`config.mk`:
```
export PLATFORM = sky130hd
export DESIGN_NAME = uart_cmd_parser
export DESIGN_NICKNAME = d
export VERILOG_FILES = /design/src/rtl/uart_cmd_parser.sv
export SDC_FILE = /design/constraint.sdc
export NUM_CORES = 1
export LEC_CHECK = 0
export CORE_MARGIN = 3
export CORE_UTILIZATION = 45
export CTS_BUF_LIST = sky130_fd_sc_hd__clkbuf_4
export DETAILED_ROUTE_END_ITERATION = 10
export HOLD_SLACK_MARGIN = 0.03
export MAX_ROUTING_LAYER = met4
export PLACE_DENSITY = 0.74
export SETUP_SLACK_MARGIN = 0.2
export SYNTH_ARGS = -nofsm -noshare
export SYNTH_HDL_FRONTEND = slang
export SYNTH_SLANG_ARGS = --single-unit
```
`constraint.sdc`:
```
create_clock -name clk -period 5.8 [get_ports clk]
set_clock_uncertainty 0.2 [all_clocks]
set_input_delay 1.16 -clock clk [delete_from_list [all_inputs] [get_ports clk]]
set_output_delay 1.16 -clock clk [all_outputs]
set_load 0.05 [all_outputs]
```
`src/rtl/uart_cmd_parser.sv`:
```
`timescale 1ns/1ps
// Decodes ASCII hex command lines from a UART RX byte stream into register
// write/read strobes and sends the response bytes to the UART TX.
module uart_cmd_parser #(
  parameter logic [7:0]  ACK_CHAR = 8'h4B,
  parameter logic [7:0]  ERR_CHAR = 8'h3F,
  parameter logic [23:0] TIMEOUT  = 24'd5000000
) (
  input  logic       clk,
  input  logic       rst,
  input  logic [7:0] rx_data,
  input  logic       rx_valid,
  output logic       rx_wait,
  output logic [7:0] tx_data,
  output logic       tx_valid,
  input  logic       tx_wait,
  output logic [7:0] reg_addr,
  output logic [7:0] reg_wdata,
  output logic       reg_we,
  output logic       reg_re,
  input  logic [7:0] reg_rdata
);

  localparam logic [2:0] S_IDLE     = 3'd0;
  localparam logic [2:0] S_HEX      = 3'd1;
  localparam logic [2:0] S_ERR      = 3'd2;
  localparam logic [2:0] S_EXEC     = 3'd3;
  localparam logic [2:0] S_RD       = 3'd4;
  localparam logic [2:0] S_RESP_ERR = 3'd5;
  localparam logic [2:0] S_RESP     = 3'd6;

  localparam logic [7:0] CR = 8'h0D;
  localparam logic [7:0] LF = 8'h0A;

  // Returns {valid, nibble}; letters map via low nibble + 9 for both cases.
  function automatic logic [4:0] hex_decode(input logic [7:0] b);
    logic [4:0] r;
    r = 5'd0;
    if (b >= 8'h30 && b <= 8'h39)
      r = {1'b1, b[3:0]};
    else if ((b >= 8'h41 && b <= 8'h46) || (b >= 8'h61 && b <= 8'h66))
      r = {1'b1, b[3:0] + 4'd9};
    return r;
  endfunction

  function automatic logic [7:0] hex_ascii(input logic [3:0] n);
    return (n < 4'd10) ? (8'h30 + {4'h0, n}) : (8'h37 + {4'h0, n});
  endfunction

  logic [2:0]  state;
  logic [15:0] acc;
  logic [2:0]  nib_cnt;
  logic        is_write;
  logic [23:0] tmo_cnt;
  logic [23:0] resp_buf;
  logic [1:0]  resp_rem;

  logic        accept;
  logic        is_eol;
  logic [4:0]  dec;
  logic [2:0]  need;
  logic        tmo_hit;

  // rx_wait comes only from the registered state, so each byte lands in exactly one state.
  assign rx_wait = (state == S_EXEC) || (state == S_RD) ||
                   (state == S_RESP_ERR) || (state == S_RESP);
  assign accept  = rx_valid & ~rx_wait;
  assign is_eol  = (rx_data == CR) || (rx_data == LF);
  assign dec     = hex_decode(rx_data);
  assign need    = is_write ? 3'd4 : 3'd2;
  assign tmo_hit = (TIMEOUT != 24'd0) && (tmo_cnt == TIMEOUT - 24'd1);

  // Strobe address/data are registered on the EOL edge so they are valid during EXEC.
  always_ff @(posedge clk or posedge rst) begin
    if (rst) begin
      state     <= S_IDLE;
      acc       <= 16'h0000;
      nib_cnt   <= 3'd0;
      is_write  <= 1'b0;
      tmo_cnt   <= 24'd0;
      resp_buf  <= 24'h000000;
      resp_rem  <= 2'd0;
      tx_data   <= 8'h00;
      tx_valid  <= 1'b0;
      reg_addr  <= 8'h00;
      reg_wdata <= 8'h00;
      reg_we    <= 1'b0;
      reg_re    <= 1'b0;
    end else begin
      reg_we <= 1'b0;
      reg_re <= 1'b0;
      case (state)
        S_IDLE: begin
          tmo_cnt <= 24'd0;
          if (accept && !is_eol) begin
            acc     <= 16'h0000;
            nib_cnt <= 3'd0;
            if (rx_data == 8'h57 || rx_data == 8'h77) begin
              is_write <= 1'b1;
              state    <= S_HEX;
            end else if (rx_data == 8'h52 || rx_data == 8'h72) begin
              is_write <= 1'b0;
              state    <= S_HEX;
            end else begin
              state <= S_ERR;
            end
          end
        end
        S_HEX: begin
          if (accept) begin
            tmo_cnt <= 24'd0;
            if (is_eol) begin
              if (nib_cnt == need) begin
                state <= S_EXEC;
                if (is_write) begin
                  reg_addr  <= acc[15:8];
                  reg_wdata <= acc[7:0];
                  reg_we    <= 1'b1;
                end else begin
                  reg_addr <= acc[7:0];
                  reg_re   <= 1'b1;
                end
              end else begin
                state <= S_RESP_ERR;
              end
            end else if (dec[4] && nib_cnt != need) begin
              acc     <= {acc[11:0], dec[3:0]};
              nib_cnt <= nib_cnt + 3'd1;
            end else begin
              state <= S_ERR;
            end
          end else if (tmo_hit) begin
            tmo_cnt <= 24'd0;
            state   <= S_IDLE;
          end else begin
            tmo_cnt <= tmo_cnt + 24'd1;
          end
        end
        S_ERR: begin
          if (accept) begin
            tmo_cnt <= 24'd0;
            if (is_eol)
              state <= S_RESP_ERR;
          end else if (tmo_hit) begin
            tmo_cnt <= 24'd0;
            state   <= S_IDLE;
          end else begin
            tmo_cnt <= tmo_cnt + 24'd1;
          end
        end
        S_EXEC: begin
          tmo_cnt <= 24'd0;
          if (is_write) begin
            tx_data  <= ACK_CHAR;
            tx_valid <= 1'b1;
            resp_buf <= {CR, LF, 8'h00};
            resp_rem <= 2'd2;
            state    <= S_RESP;
          end else begin
            state <= S_RD;
          end
        end
        S_RD: begin
          tx_data  <= hex_ascii(reg_rdata[7:4]);
          tx_valid <= 1'b1;
          resp_buf <= {hex_ascii(reg_rdata[3:0]), CR, LF};
          resp_rem <= 2'd3;
          state    <= S_RESP;
        end
        S_RESP_ERR: begin
          tx_data  <= ERR_CHAR;
          tx_valid <= 1'b1;
          resp_buf <= {CR, LF, 8'h00};
          resp_rem <= 2'd2;
          state    <= S_RESP;
        end
        S_RESP: begin
          if (tx_valid && !tx_wait) begin
            if (resp_rem == 2'd0) begin
              tx_valid <= 1'b0;
              state    <= S_IDLE;
            end else begin
              tx_data  <= resp_buf[23:16];
              resp_buf <= {resp_buf[15:0], 8'h00};
              resp_rem <= resp_rem - 2'd1;
            end
          end
        end
        default: state <= S_IDLE;
      endcase
    end
  end

endmodule

```
run_1/floorplan.png
Bar = 20 µm. Pins as bars on the die edge. Tap cells in grey.
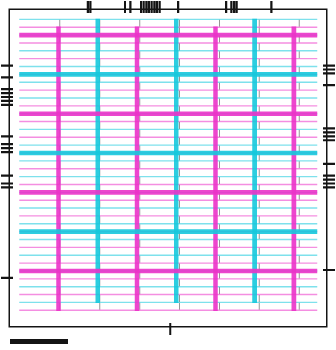
net	colour
VSS	magenta
VDD	cyan
met4 straps	7
tap cells	136

run_1/class_map.png
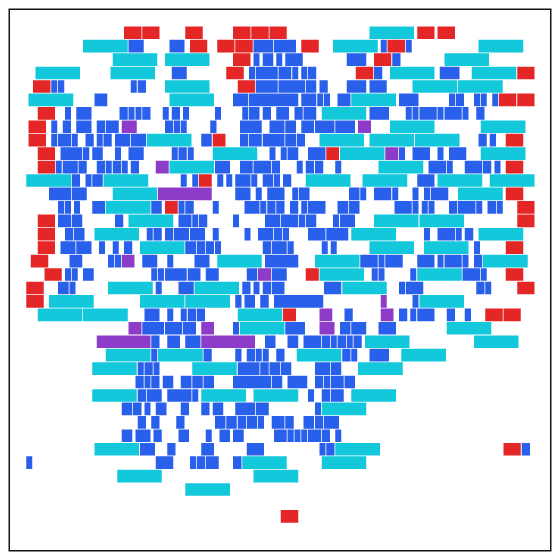
class	colour	cells
remaining logic cells	blue	403
clock drivers and dummy loads	purple	15
sequential cells	cyan	85
remaining buffers and delay cells	red	52
post-layout util: 53.1%
sequential share of cell area: 38.7%
fin area: 0.00550 mm²

run_1/clock_wires.png
Bar = 20 µm.
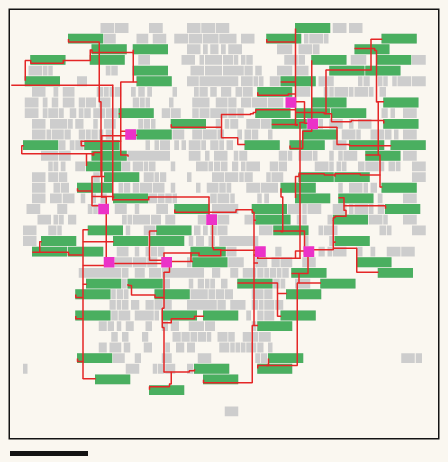
[flip-flops] green | count: 85
[clock-net drivers] magenta | count: 9
[clock wires] red | length: 1,130 µm
routed clock nets	10

run 1: logic make-up after synthesis:
kind of cell / Yosys count / synth area share [%]
adder cells (fa/ha/maj): 9 / 2.34
multiplexers: 40 / 8.62
AND/OR/NAND/NOR: 185 / 19.4
flip-flops: 85 / 44.3
AND-OR/OR-AND: 131 / 18.4
buffers and inverters: 58 / 5.78
other: 1 / 0.0781
XOR/XNOR: 6 / 1.09
run 1: through the flow:
step                      util (%)  cells  cell area (µm²)  setup slack (ns)
after global routing          53.1    691             5500              1.56
after global placement        51.3    676             5320              1.88
final                         53.1    691             5500              1.69
after detailed placement      51.3    676             5320              1.75
after CTS                     53.1    691             5500              1.67
after floorplan                  -    515             4800              2.25
run 1: tightest hold or removal path, stage by stage, from the launching register on:
cell,delay (ns)
dfrtp_1,0.37
nand2_1,0.05
o21ai_0,0.06
==> results.json, run 1 <==
{
  "status": "complete, no violations",
  "drc": 0,
  "r2r_slack_ns": 2.67,
  "max-slew-margin-rel_pct": 33.9,
  "routed.top_layer": "met4",
  "avgRoutedWirePerCell_um": 15.5,
  "yosys_area_mm2": 0.00480,
  "cts_tree": "done",
  "drv_cap": 0,
  "path_clk_slew_ns": 0.16,
  "m1WireLength_um": 4900,
  "common_cells": "85 x dfrtp_1, 72 x nand2_1, 39 x nor2_1",
  "met3_length_um": 451,
  "internal-power_w": 0.00121,
  "cts_buffer_depth": 2,
  "syn_nets": 544,
  "drt_iter0_drc": 277,
  "worst_slew_pin_slew_ns": 0.990,
  "wl_met2_um": 5230,
  "synth_top_cell_by_count": "dfrtp_1",
  "hold_ws_ns": 0.302,
  "end_kind": "output pin",
  "finalCritPeriodShare_pct": 70.9,
  "setup_viol": 0,
  "r2r_cells": 4,
  "n_all_buffers": 52,
  "crit_required_ns": 4.44,
  "p_clk_share_pct": 21.2,
  "netlist_area_mm2": 0.00480,
  "top_usage_layer": "met2",
  "warning_count": 29,
  "synth.distinct_cells": 65,
  "lay_top_count": "dfrtp_1",
  "crit_arrival_ns": 2.75,
  "cp_cell_sequence": "nand2_1 > xnor2_1 > inv_1 > clkdlybuf4s50_1",
  "p_leak_nw": 2.32,
  "cts_setup_buffers": 0,
  "yosysSeqAreaShare_pct": 44.3,
  "flop_cell": "dfrtp_1",
  "switching_share_pct": 40.8,
  "min_from": "reg_addr[3]",
  "p_seq_w": 0.000800,
  "power_switching_w": 0.000835,
  "drv_slew": 0,
  "placeableCoreArea_mm2": 0.0104,
  "largestRegisters": "tmo_cnt (24), acc (16), resp_buf (10)",
  "synth-seq-cells": 85,
  "vias": 3979,
  "inverters": 31,
  "worst_path_largest_cell_delay_ns": 0.88,
  "critPathLaunch": "state[1]",
  "fmaxAchievable_mhz": 243,
  "crit_buf_inv": 2,
  "hold_end": "reg_addr[3]",
  "vdd.ir_drop.worst_mv": 0.219,
  "synthCells": 515,
  "fp.dieH_um": 109,
  "root_buffer": "clkbuf_4",
  "area_growth_pct": 14.5,
  "worstReg2RegEnd": "reg_wdata[2]",
  "hpwlAfterDp_um": 7470,
  "power_leader": "combinational logic",
  "portBuffers": 46,
  "fillers": 956,
  "path_depth": 4,
  "clkLatencyLatePin_ns": 0.44,
  "cts_hold_buffers": 0,
  "grt_antenna_before_repair": 0,
  "cp-endpoint": "rx_wait",
  "timing.rr.start": "state[0]",
  "nClkBuffers": 9,
  "grt_pass1_vias": 3827,
  "total_power_w": 0.00204,
  "chipArea_mm2": 0.0119,
  "crit_path_max_fanout": 22,
  "synth-edff-count": 0,
  "final_cell_mix": "85 x dfrtp_1, 72 x nand2_1, 46 x clkdlybuf4s50_1",
  "period_needed_ns": 4.11,
  "powerDensity_mw_per_mm2": 372,
  "grt-ovfl-total": 0,
  "yosys.area.top_type_share_pct": 44.3,
  "fin_nets": 580,
  "grt_pass1_wl_um": 18000,
  "regMostFlops": "tmo_cnt",
  "grt_max_degree": 58,
  "hp-class": "register to register"
}
==> run 2, diff against run 1 <==
PLACE_DENSITY = 0.77   (was 0.74)
clock period = 3.5 ns   (was 5.8 ns; I/O delays follow)
==> run 2 against run 1 <==
Effect of this change:
- clock-buffer cell count unchanged
- cell area up 0.77%
- clock power rose by 34%
- area after synthesis stayed put
- largest cell class unchanged
- synthesized cell count did not move
==> results.json, run 2 <==
{
  "antenna_left": 0,
  "grt-ovfl-total": 0,
  "p_seq_w": 0.00130,
  "warning_count": 29,
  "simple_gate_share_pct": 19.4,
  "wl_met2_um": 5320,
  "die_x_um": 109,
  "yosysWarnings": 0,
  "numCtsBuffers": 9,
  "grt_antenna_before_repair": 0,
  "drv_slew": 0,
  "fillers": 960,
  "via_per_inst": 5.77,
  "fp.dieH_um": 109,
  "path_clk_slew_ns": 0.16,
  "hp-class": "register to register",
  "mux_share_pct": 8.62,
  "setup_viol": 0,
  "status": "complete, no violations",
  "flop_cell": "dfrtp_1",
  "synthAoiAreaFrac_pct": 18.4,
  "place_area_mm2": 0.00541,
  "largestRegisters": "tmo_cnt (24), acc (16), resp_buf (10)",
  "worst_slew_pin_slew_ns": 0.656,
  "final_cell_count_no_fill": 700,
  "cts_tree": "done",
  "synth-seq-cells": 85,
  "fin_setup_tns_ns": 0,
  "final_layout_size_suffix_gt1_share_pct": 9.75,
  "drc": 0,
  "internal-power_w": 0.00187,
  "crit_path_max_fanout": 15,
  "largest_class": "logic gates",
  "comb_share_pct": 43.3,
  "gp_congestion": 0.888,
  "inverters": 31,
  "finalCritPeriodShare_pct": 87.2,
  "seq_area_share_pct": 38.4,
  "largest_register_ffs": 24,
  "area_leaders": "dfrtp_1 44%, mux2i_1 6.7%, nand2_1 5.6%",
  "flops": 85,
  "vdd.ir_drop.worst_mv": 0.425,
  "dp_slack_ns": -0.0268,
  "n_all_buffers": 60,
  "met3_length_um": 402,
  "lay_top_count": "dfrtp_1",
  "avgRoutedWirePerCell_um": 15.7,
  "cts_resized": 0,
  "pwr-share-comb_pct": 43.4,
  "powerDensity_mw_per_mm2": 597,
  "drt_iter0_drc": 255,
  "crit_arrival_ns": 3.24,
  "synthAdderAreaFrac_pct": 2.34,
  "period_needed_ns": 3.05,
  "drv_cap": 0,
  "nWellTaps": 136,
  "wirelength_um": 11000,
  "gr-usage-met2_pct": 31.4,
  "synth-edff-count": 0,
  "placeableCoreArea_mm2": 0.0104,
  "num_rows": 37,
  "power_leader": "combinational logic",
  "grt_usage_pct": 19.4,
  "synthCells": 515,
  "clock_area_share_pct": 2.51,
  "synth.distinct_cells": 65,
  "chipArea_mm2": 0.0119,
  "crit_required_ns": 3.69,
  "use_met3_pct": 3.17,
  "common_cells": "85 x dfrtp_1, 72 x nand2_1, 39 x nor2_1",
  "hold_viol": 0,
  "top_logic_kind": "simple AND/OR/NAND/NOR gates",
  "grt_pass1_vias": 3875,
  "synth_top_cell_by_count": "dfrtp_1",
  "portBuffers": 46,
  "routed.top_layer": "met4",
  "m1WireLength_um": 5010,
  "fin_nets": 588,
  "num-multi-input-gates": 372,
  "hold_ws_ns": 0.304,
  "yosysTopAreaCell": "dfrtp_1",
  "vias": 4039,
  "p_comb_w": 0.00144,
  "setup_ws_ns": 0.449,
  "nClkBuffers": 9,
  "critPathLaunchType": "input pin",
  "area_growth_pct": 15.4,
  "hpwlAfterDp_um": 7880,
  "final_cell_mix": "85 x dfrtp_1, 72 x nand2_1, 45 x clkdlybuf4s50_1",
  "root_buffer": "clkbuf_4",
  "netlist_area_mm2": 0.00480,
  "cts.sinks": 85,
  "power_switching_w": 0.00144,
  "syn_nets": 544,
  "yosys.area.top_type_share_pct": 44.3,
  "firstDrtPassIters": 5,
  "cts_buffer_depth": 2,
  "regMostFlops": "tmo_cnt",
  "pwr-share-seq_pct": 39.1,
  "switching_share_pct": 43.6,
  "yosys_area_mm2": 0.00480,
  "fmaxAchievable_mhz": 328,
  "p_leak_nw": 2.35,
  "max-slew-margin-rel_pct": 56.3,
  "top_usage_layer": "met2",
  "fp_util_pct": 46.3,
  "placed_cells": 684,
  "grt_pass1_wl_um": 18100,
  "ff_latch_area_mm2": 0.00213,
  "utilization_pct": 53.5,
  "critical_path_class": "input pin to register",
  "final_cell_area_mm2": 0.00554,
  "cts_setup_buffers": 0,
  "rsz0062_at_grt": "false",
  "end_kind": "register",
  "xor_share_pct": 1.09,
  "grt_max_degree": 49,
  "total_power_w": 0.00331,
  "yosysSeqAreaShare_pct": 44.3,
  "cts_hold_buffers": 0,
  "io_pins": 48
}
-- run 2: cell counts after synthesis --
No cell type changed its count.
-- run 2: final timing paths --
kind	start	to	slack [ns]	cells past startpoint
worst max-delay path	rx_data[0]	acc[15]	0.45	9
worst min-delay path	reg_addr[7]	reg_addr[7]	0.30	2
worst max register to register	is_write	acc[15]	0.82	6
worst min register to register	reg_addr[7]	reg_addr[7]	0.30	2
max in group asynchronous	rst	tx_data[5]	2.02	3
min in group asynchronous	rst	reg_addr[1]	0.39	2
-- run 2: worst max-delay path, stage by stage --
cell and delay (ns):
clkdlybuf4s50_1 0.48, inv_1 0.16, ha_1 0.19, o21bai_1 0.13
a2111oi_4 0.54, o211ai_1 0.21, a21boi_2 0.28, buf_4 0.31
mux2i_1 0.23
run_2/class_map.png
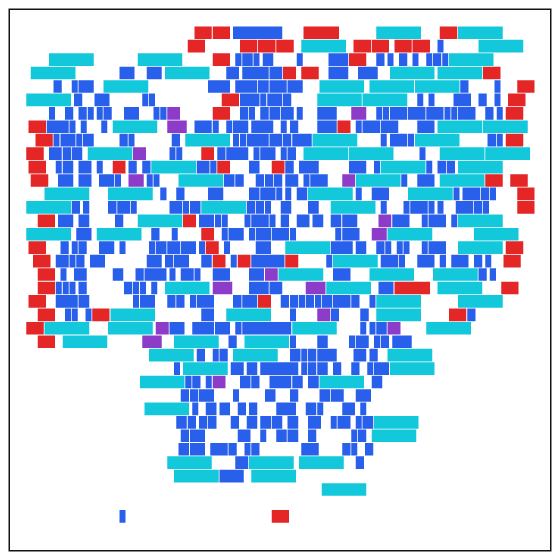
class	colour	cells
remaining logic cells	blue	403
clock drivers and dummy loads	purple	16
remaining buffers and delay cells	red	60
sequential cells	cyan	85

run_2/clock_wires.png
Bar = 20 µm.
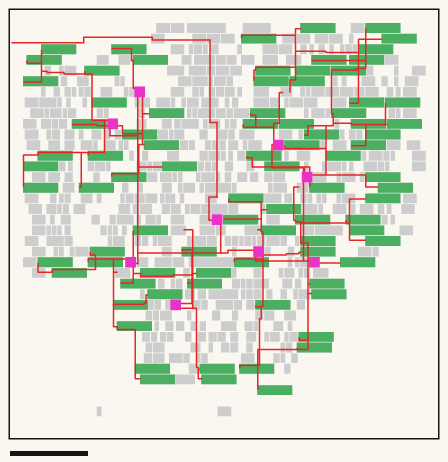
[flip-flops] green | count: 85
[clock wires] red | length: 1,100 µm
[clock-net drivers] magenta | count: 9
routed clock nets	10
Latency at later pin: 0.47 ns
P_clk: 0.000579 W
Clk pwr share: 17.5%

run_2/floorplan.png
Bar = 20 µm. Pins as bars on the die edge. Tap cells in grey.
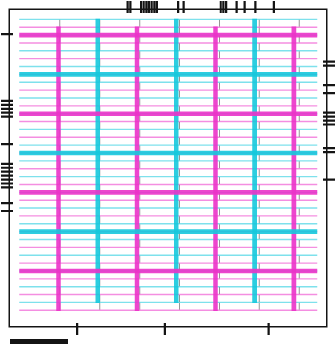

==> run 3, diff against run 2 <==
HOLD_SLACK_MARGIN = 0.12   (was 0.03)
PLACE_DENSITY = 0.68   (was 0.77)
run_3/floorplan.png
Bar = 20 µm. Pins as bars on the die edge. Tap cells in grey.
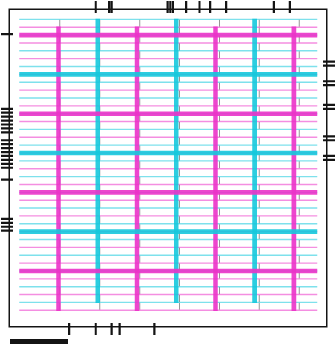
net	colour
VDD	cyan
VSS	magenta
signal pins	48
met4 straps	7
met1 rails	38

==> run 3 against run 2 <==
Effect of this change:
- combinational power decreased by 3%
- global-route usage increased by 0.40 points
- routed wire length decreased by 0.10%
- critical path type is now register to output pin
==> results.json, run 3 <==
{
  "critPathLaunch": "state[2]",
  "synthAdderAreaFrac_pct": 2.34,
  "crit_required_ns": 2.60,
  "grt_max_degree": 49,
  "worstReg2RegEnd": "acc[0]",
  "drv_slew": 0,
  "drc": 0,
  "path_depth": 4,
  "cts_setup_buffers": 0,
  "cts_resized": 0,
  "die_x_um": 109,
  "cts_tree": "done",
  "synthAoiAreaFrac_pct": 18.4,
  "cpMostUsedCell": "inv_1",
  "hold_end": "reg_addr[2]",
  "mux_share_pct": 8.62,
  "top_usage_layer": "met2",
  "final_cell_count_no_fill": 700,
  "yosys.area.top_type_share_pct": 44.3,
  "area_leaders": "dfrtp_1 44%, mux2i_1 6.7%, nand2_1 5.6%",
  "power_leader": "combinational logic",
  "fp.dieH_um": 109,
  "wl_met2_um": 5150,
  "common_cells": "85 x dfrtp_1, 72 x nand2_1, 39 x nor2_1",
  "numCtsBuffers": 9,
  "simple_gate_share_pct": 19.4,
  "synth.distinct_cells": 65,
  "avgRoutedWirePerCell_um": 15.6,
  "placeableCoreArea_mm2": 0.0104,
  "worst_slew_pin_slew_ns": 0.861,
  "gr-usage-met2_pct": 30.6,
  "io_pins": 48,
  "min_from": "reg_addr[2]",
  "rsz0062_at_grt": "false",
  "pwr-share-seq_pct": 40.6,
  "routed.top_layer": "met4",
  "vias": 3990,
  "drv_cap": 0,
  "syn_nets": 544,
  "synth_top_cell_by_count": "dfrtp_1",
  "final_cell_mix": "83 x dfrtp_1, 72 x nand2_1, 45 x clkdlybuf4s50_1",
  "critical_path_class": "register to output pin",
  "hpwlAfterDp_um": 7770,
  "synth-edff-count": 0,
  "utilization_pct": 53.7,
  "p_clk_share_pct": 17.5,
  "critPathLaunchType": "register",
  "cp_cell_sequence": "inv_1 > xnor2_1 > inv_1 > buf_12",
  "status": "complete, no violations",
  "period_needed_ns": 2.91,
  "max-slew-margin-rel_pct": 42.5,
  "largest_register_ffs": 24,
  "fin_setup_tns_ns": 0,
  "crit_path_max_fanout": 18,
  "cts_hold_buffers": 0,
  "setup_viol": 0,
  "portBuffers": 46,
  "via_per_inst": 5.70,
  "gp_congestion": 0.866,
  "cts.sinks": 85
}
run_3/clock_wires.png
Bar = 20 µm.
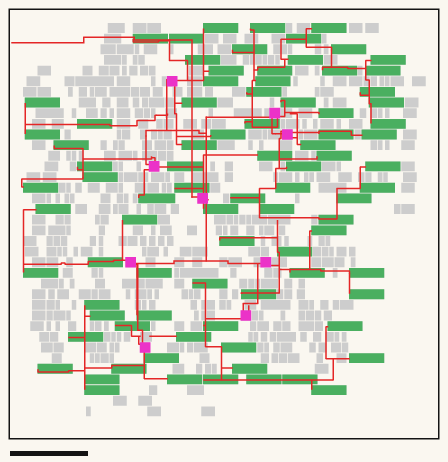
[flip-flops] green | count: 85
[clock-net drivers] magenta | count: 9
[clock wires] red | length: 1,110 µm
routed clock nets	10
Latency at later pin: 0.46 ns
P_clk: 0.000581 W

-- run 3: cell counts after synthesis --
Identical to the previous run, type by type.
-- run 3: per-stage QoR --
step	cell area [µm²]	worst slack, ns	power (W)
4_1_cts	5560	0.299	0.00334
5_1_grt	5570	0.445	0.00355
3_3_place_gp	5420	0.211	0.00272
2_1_floorplan	4800	0.407	0.00233
6_report	5570	0.585	0.00332
3_5_place_dp	5420	0.115	0.00274
-- run 3: layout make-up --
| type | count | area [µm²] | area share [%] |
|---|---|---|---|
| clock buffer | 9 | 67.6 | 1.21 |
| clock inverter | 7 | 78.8 | 1.42 |
| inverter | 31 | 118 | 2.11 |
| multi-input combinational | 372 | 2400 | 43.2 |
| sequential | 85 | 2130 | 38.3 |
| tap | 136 | 170 | 3.06 |
| timing repair buffer | 60 | 601 | 10.8 |
No activity file was given, so power comes from the tool's default toggle rates.
